==> config.mk <==
export PLATFORM = sky130hd
export DESIGN_NAME = fetch_unit
export DESIGN_NICKNAME = d
export VERILOG_FILES = /design/src/rtl/fetch_pkg.sv /design/src/rtl/fetch_queue.sv /design/src/rtl/fetch_unit.sv
export SDC_FILE = /design/constraint.sdc
export NUM_CORES = 1
export LEC_CHECK = 0
export ABC_AREA = 1
export CORE_MARGIN = 4
export CORE_UTILIZATION = 60
export CTS_CLUSTER_DIAMETER = 120
export DETAILED_ROUTE_END_ITERATION = 7
export PLACE_DENSITY_LB_ADDON = 0.25
export SKIP_LAST_GASP = 1
export SLEW_MARGIN = 20
export SYNTH_ARGS = -nofsm -noshare
export SYNTH_HDL_FRONTEND = slang
export SYNTH_HIERARCHICAL = 1
export SYNTH_SLANG_ARGS = --single-unit
==> constraint.sdc <==
create_clock -name clock -period 8 [get_ports clock]
set_input_delay 1.6 -clock clock [delete_from_list [all_inputs] [get_ports clock]]
set_output_delay 1.6 -clock clock [all_outputs]
set_load 0.005 [all_outputs]
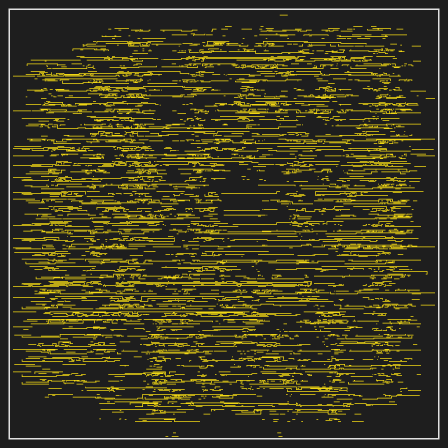
*Metal 1, run 1*
main direction: horizontal
share of all routed wire: 42%
wire length on this layer: 12,900 um
nets with wire on the layer: 1,502
met1 capacity usage during global routing: 34.0%
Detailed Route WL: 30,600 um
total via count after detailed routing: 9,953

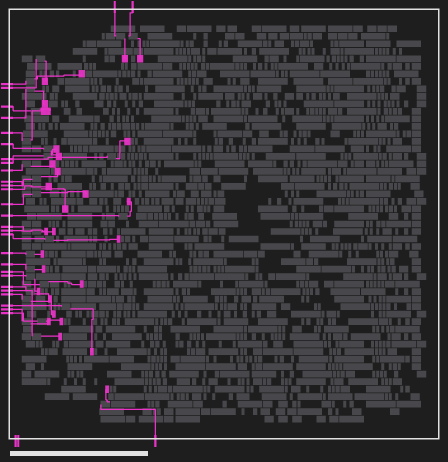
*Port wiring, run 1*
The bar under the picture is 50 um long.
legend:
  `branchTarget`:
    color: magenta
    bits: 32
    direction: input
    end_cells: 30
    buffers: 30
    wire: 668 um
I/O pin total: 167
PortBufs: 164

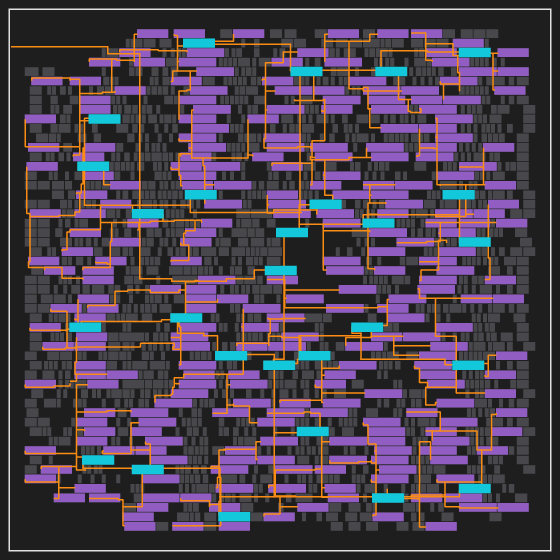
*Clock network drawn from the DEF, run 1*
legend:
  clock drivers:
    color: cyan
    count: 27
  clock wires:
    color: orange
    length: 3,070 um
  flip-flops:
    color: purple
    count: 264
routed clock nets: 28
flops lie: widely spread
final clock skew: 0.00914 ns
Latency at later pin: 0.52 ns
Clock Power Share: 28.0%
Clock Power: 1.17 mW

==> impl_summary.log, run 1 <==
[flow] final metrics
INFO  metric edf_count = 128
INFO  metric net-switching-power = 1.22 mW
INFO  metric routedLengthMet1 = 12,900 um
INFO  metric core-area = 21,200 um^2
INFO  metric synth.cells.most_frequent = sky130_fd_sc_hd__nand2_1 (500), sky130_fd_sc_hd__inv_1 (234), sky130_fd_sc_hd__nand3_1 (190)
INFO  metric synth-warning-count = 6
INFO  metric syn-instance-count = 1,463
INFO  metric pwr-share-seq = 44.7%
INFO  metric floorplan.core_util = 61.3%
INFO  metric synth.yosys.chip_area = 13,000 um^2
INFO  metric met2RoutedLength = 14,800 um
INFO  metric power_leakage = 7.43 nW
INFO  metric fin_nets = 1,672
INFO  metric rsz0062_at_grt = no
INFO  metric ys_types = 45
INFO  metric ff2ff_setup_slack = 4.52 ns
INFO  metric power.share.combinational = 27.3%
INFO  metric p_sw_share = 29.4%
INFO  metric drv_slew = 0
INFO  metric grt_usage = 25.3%
INFO  metric hpwlAfterDp = 18,700 um
INFO  metric drc_errors = 0
INFO  metric fill_cells = 1,551
INFO  metric post-route-min-period = 5.30 ns
INFO  metric m3_gr_usage = 3.84%
INFO  metric postLayoutSetupSlackWorst = 2.70 ns
INFO  metric antenna_cells_inserted = 0
INFO  metric status = finished, final reports clean
INFO  metric place_congestion = 0.833
INFO  metric antenna_violating_nets_post_route = 0
INFO  metric maxSlewHeadroom = 24.1%
INFO  metric yosysMostFrequentCell = sky130_fd_sc_hd__nand2_1
INFO  metric endpoint_kind = flop
INFO  metric critical_path_required = 8.44 ns
INFO  metric worst_min_path_class = flop to flop
INFO  metric die_y = 155 um
INFO  metric yosysTopAreaCellShare = 29.6%
INFO  metric grt_util_met2 = 43.0%
INFO  metric met3RoutedLength = 2250 um
INFO  metric holdPathStages = 2
INFO  metric htreeDepth = 1
INFO  metric cts_resized = 0
INFO  metric drt_pass1_iterations = 5
INFO  metric synth_flops = 264
INFO  metric cts.reportedPaths.clkPinSlew = 0.06 ns
INFO  metric setup_tns = 0 ns
INFO  metric hold_buffers = 0
INFO  metric synth.area.mux_share = 0%
-- run 1: cell type report --
| cell class | instances | area, um^2 | area share (%) |
|---|---|---|---|
| Clock buffer | 39 | 781 | 5.07 |
| Clock inverter | 8 | 35.0 | 0.227 |
| Inverter | 239 | 902 | 5.86 |
| Multi-Input combinational cell | 890 | 4350 | 28.2 |
| Sequential cell | 264 | 7250 | 47.1 |
| Tap cell | 275 | 344 | 2.23 |
| Timing Repair Buffer | 178 | 1750 | 11.3 |
-- run 1: per-stage QoR --
| stage | cells | hold WS, ns | instance area [um^2] | util [%] | total power [mW] |
|---|---|---|---|---|---|
| finish | 1893 | 0.482 | 15400 | 72.8 | 4.16 |
| global route | 1893 | 0.506 | 15400 | 72.8 | 4.39 |
| CTS | 1893 | 0.489 | 15400 | 72.8 | 4.19 |
| detailed placement | 1846 | 0.464 | 14600 | 69.0 | 3.01 |
| global placement | 1846 | 0.465 | 14600 | 69.0 | 2.98 |
| floorplan | 1463 | 0.464 | 13000 | - | 2.42 |
-- run 1: critical path, stage by stage --
cell and delay (ns):
sky130_fd_sc_hd__clkdlybuf4s50_1 0.78, sky130_fd_sc_hd__buf_4 0.38, sky130_fd_sc_hd__inv_6 0.27, sky130_fd_sc_hd__nand2_4 0.12
sky130_fd_sc_hd__nor2_8 0.26, sky130_fd_sc_hd__nand2_2 0.16, sky130_fd_sc_hd__nor2_4 0.11, sky130_fd_sc_hd__buf_4 0.64
sky130_fd_sc_hd__nand3_2 0.67, sky130_fd_sc_hd__buf_4 0.45, sky130_fd_sc_hd__nand2_1 0.09, sky130_fd_sc_hd__nand3_1 0.08
sky130_fd_sc_hd__nand2_1 0.12
### Track usage over the die, run 1

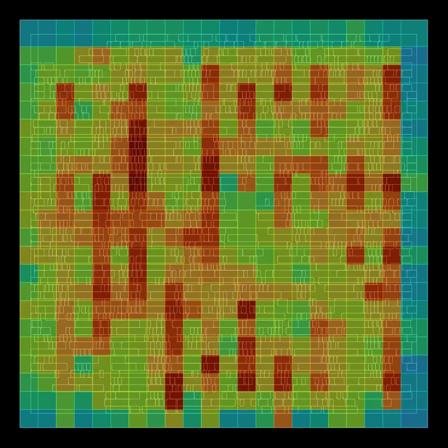

==> run 2, diff against run 1 <==
Settings changed: CORE_UTILIZATION 60 to 56.
Clock period 8 ns to 5 ns, I/O delays scaled along.
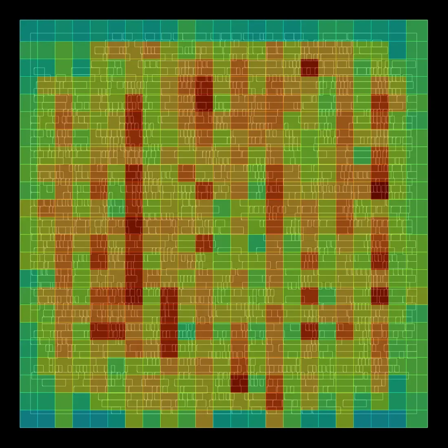
*Track usage over the die, run 2*
Final Util: 69.0%
global-route track usage on met2: 41.6%
detailed-route wire length per cell: 16.1 um
met1 capacity usage during global routing: 31.9%

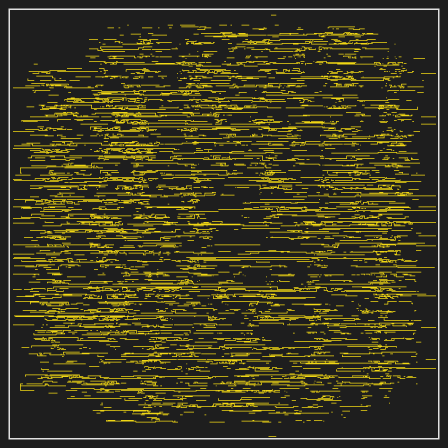
*Metal 1, run 2*
wire length on this layer: 13,200 um
share of all routed wire: 43%
total via count after detailed routing: 10,072
Detailed Route WL: 30,700 um

==> run 2 against run 1 <==
  * Area after synthesis did not move
  * Clock skew rose by 0.0071 ns
  * Largest power group unchanged
  * Combinational power rose by 62%
  * Die area rose by 6.8%
  * Critical path depth fell by 1
  * Highest routed layer unchanged
  * Global-route usage fell by 1.3 points
  * Total power rose by 67%
  * Synthesized cell count did not move
  * Final cell count rose by 0.90%
  * Routed wire length rose by 0.52%
  * Sequential power rose by about 60%
  * Sequential cell count did not move
==> impl_summary.log, run 2 <==
[flow] final metrics
INFO  metric status = finished, final reports clean (unchanged)
INFO  metric power.share.combinational = 26.3% (was 27.3%)
INFO  metric synth.cells.most_frequent = sky130_fd_sc_hd__nand2_1 (500), sky130_fd_sc_hd__inv_1 (234), sky130_fd_sc_hd__nand3_1 (190) (unchanged)
INFO  metric place_congestion = 0.816 (was 0.833)
INFO  metric hold_buffers = 0 (unchanged)
INFO  metric setup_tns = 0 ns (unchanged)
INFO  metric clkPwrFrac = 31.0% (was 28.0%)
INFO  metric worst-path-stages = 12 (was 13)
INFO  metric die_y = 160 um (was 155 um)
INFO  metric hpwlAfterDp = 19,500 um (was 18,700 um)
INFO  metric fin_nets = 1,677 (was 1,672)
INFO  metric maxSlewHeadroom = 44.6% (was 24.1%)
INFO  metric clk-insertion-delay-late = 0.52 ns (about the same)
INFO  metric power_leakage = 7.54 nW (was 7.43 nW)
INFO  metric yosysMostFrequentCell = sky130_fd_sc_hd__nand2_1 (unchanged)
INFO  metric maximum_cell_stage_delay_along_the_critical_path = 0.80 ns (was 0.78 ns)
INFO  metric crit_chain = clkdlybuf4s50_1, nand2_1, nor2_1, nor2_1, nand2_1, nand2_2, nor2_4, nand3_2, buf_12, nand2_1, nand3_2, nand2_1 (was clkdlybuf4s50_1, buf_4, inv_6, nand2_4, nor2_8, nand2_2, nor2_4, buf_4, nand3_2, buf_4, nand2_1, nand3_1, nand2_1)
INFO  metric cts.reportedPaths.clkPinSlew = 0.06 ns (about the same)
INFO  metric ff2ff_setup_slack = 1.65 ns (was 4.52 ns)
INFO  metric syn-instance-count = 1,463 (unchanged)
INFO  metric pwr-share-seq = 42.7% (was 44.7%)
INFO  metric grt_usage = 24.0% (was 25.3%)
INFO  metric crit_path_frequent_cell = sky130_fd_sc_hd__nand2_1 (was sky130_fd_sc_hd__buf_4)
-- run 2: metal layers --
metal | GRT usage (%) | wire [um] | part of all wire, %
met5 | 0 | 0 | 0
met4 | 6.02 | 636 | 2.1
met3 | 3.69 | 1930 | 6.3
met2 | 41.6 | 15000 | 49
met1 | 31.9 | 13200 | 43
-- run 2: cell families (layout without fill, tap and decap cells) --
| family | count (synthesis) | after routing | share of synthesized area, % |
|---|---|---|---|
| buf+inv | 309 | 471 | 10.8 |
| xor+xnor | 14 | 14 | 0.945 |
| flops | 264 | 264 | 55.9 |
| fa+ha+maj | 3 | 3 | 0.289 |
| simple gates | 842 | 842 | 30.5 |
| compound gates | 31 | 31 | 1.56 |
-- run 2: area by class of cell --
cell class | count | area [um^2]
fill | 1815 | 7040
multi-input combinational | 890 | 4350
clock buffer | 40 | 850
sequential | 264 | 7250
inverter | 239 | 902
timing repair buffer | 183 | 1850
clock inverter | 9 | 124
tap | 285 | 357
-- run 2: per-stage QoR --
stage	power, mW	util, %	setup slack, ns	cells
after detailed placement	4.84	64.7	0.577	1861
after global placement	4.79	64.7	0.681	1861
final	6.95	69.0	1.12	1910
after global routing	7.33	69.0	0.910	1910
after floorplan	3.87	-	0.555	1463
after CTS	7.00	69.0	1.12	1910
-- run 2: power groups by stage --
| stage | combinational (mW) | sequential (mW) | clock, mW |
|---|---|---|---|
| global route | 2.02 | 3.02 | 2.29 |
| global placement | 1.80 | 2.99 | 0 |
| CTS | 1.85 | 2.97 | 2.18 |
| detailed placement | 1.84 | 3.00 | 0 |
| floorplan | 0.887 | 2.98 | 0 |
| finish | 1.83 | 2.97 | 2.15 |
Power and IR drop assume default switching activity.
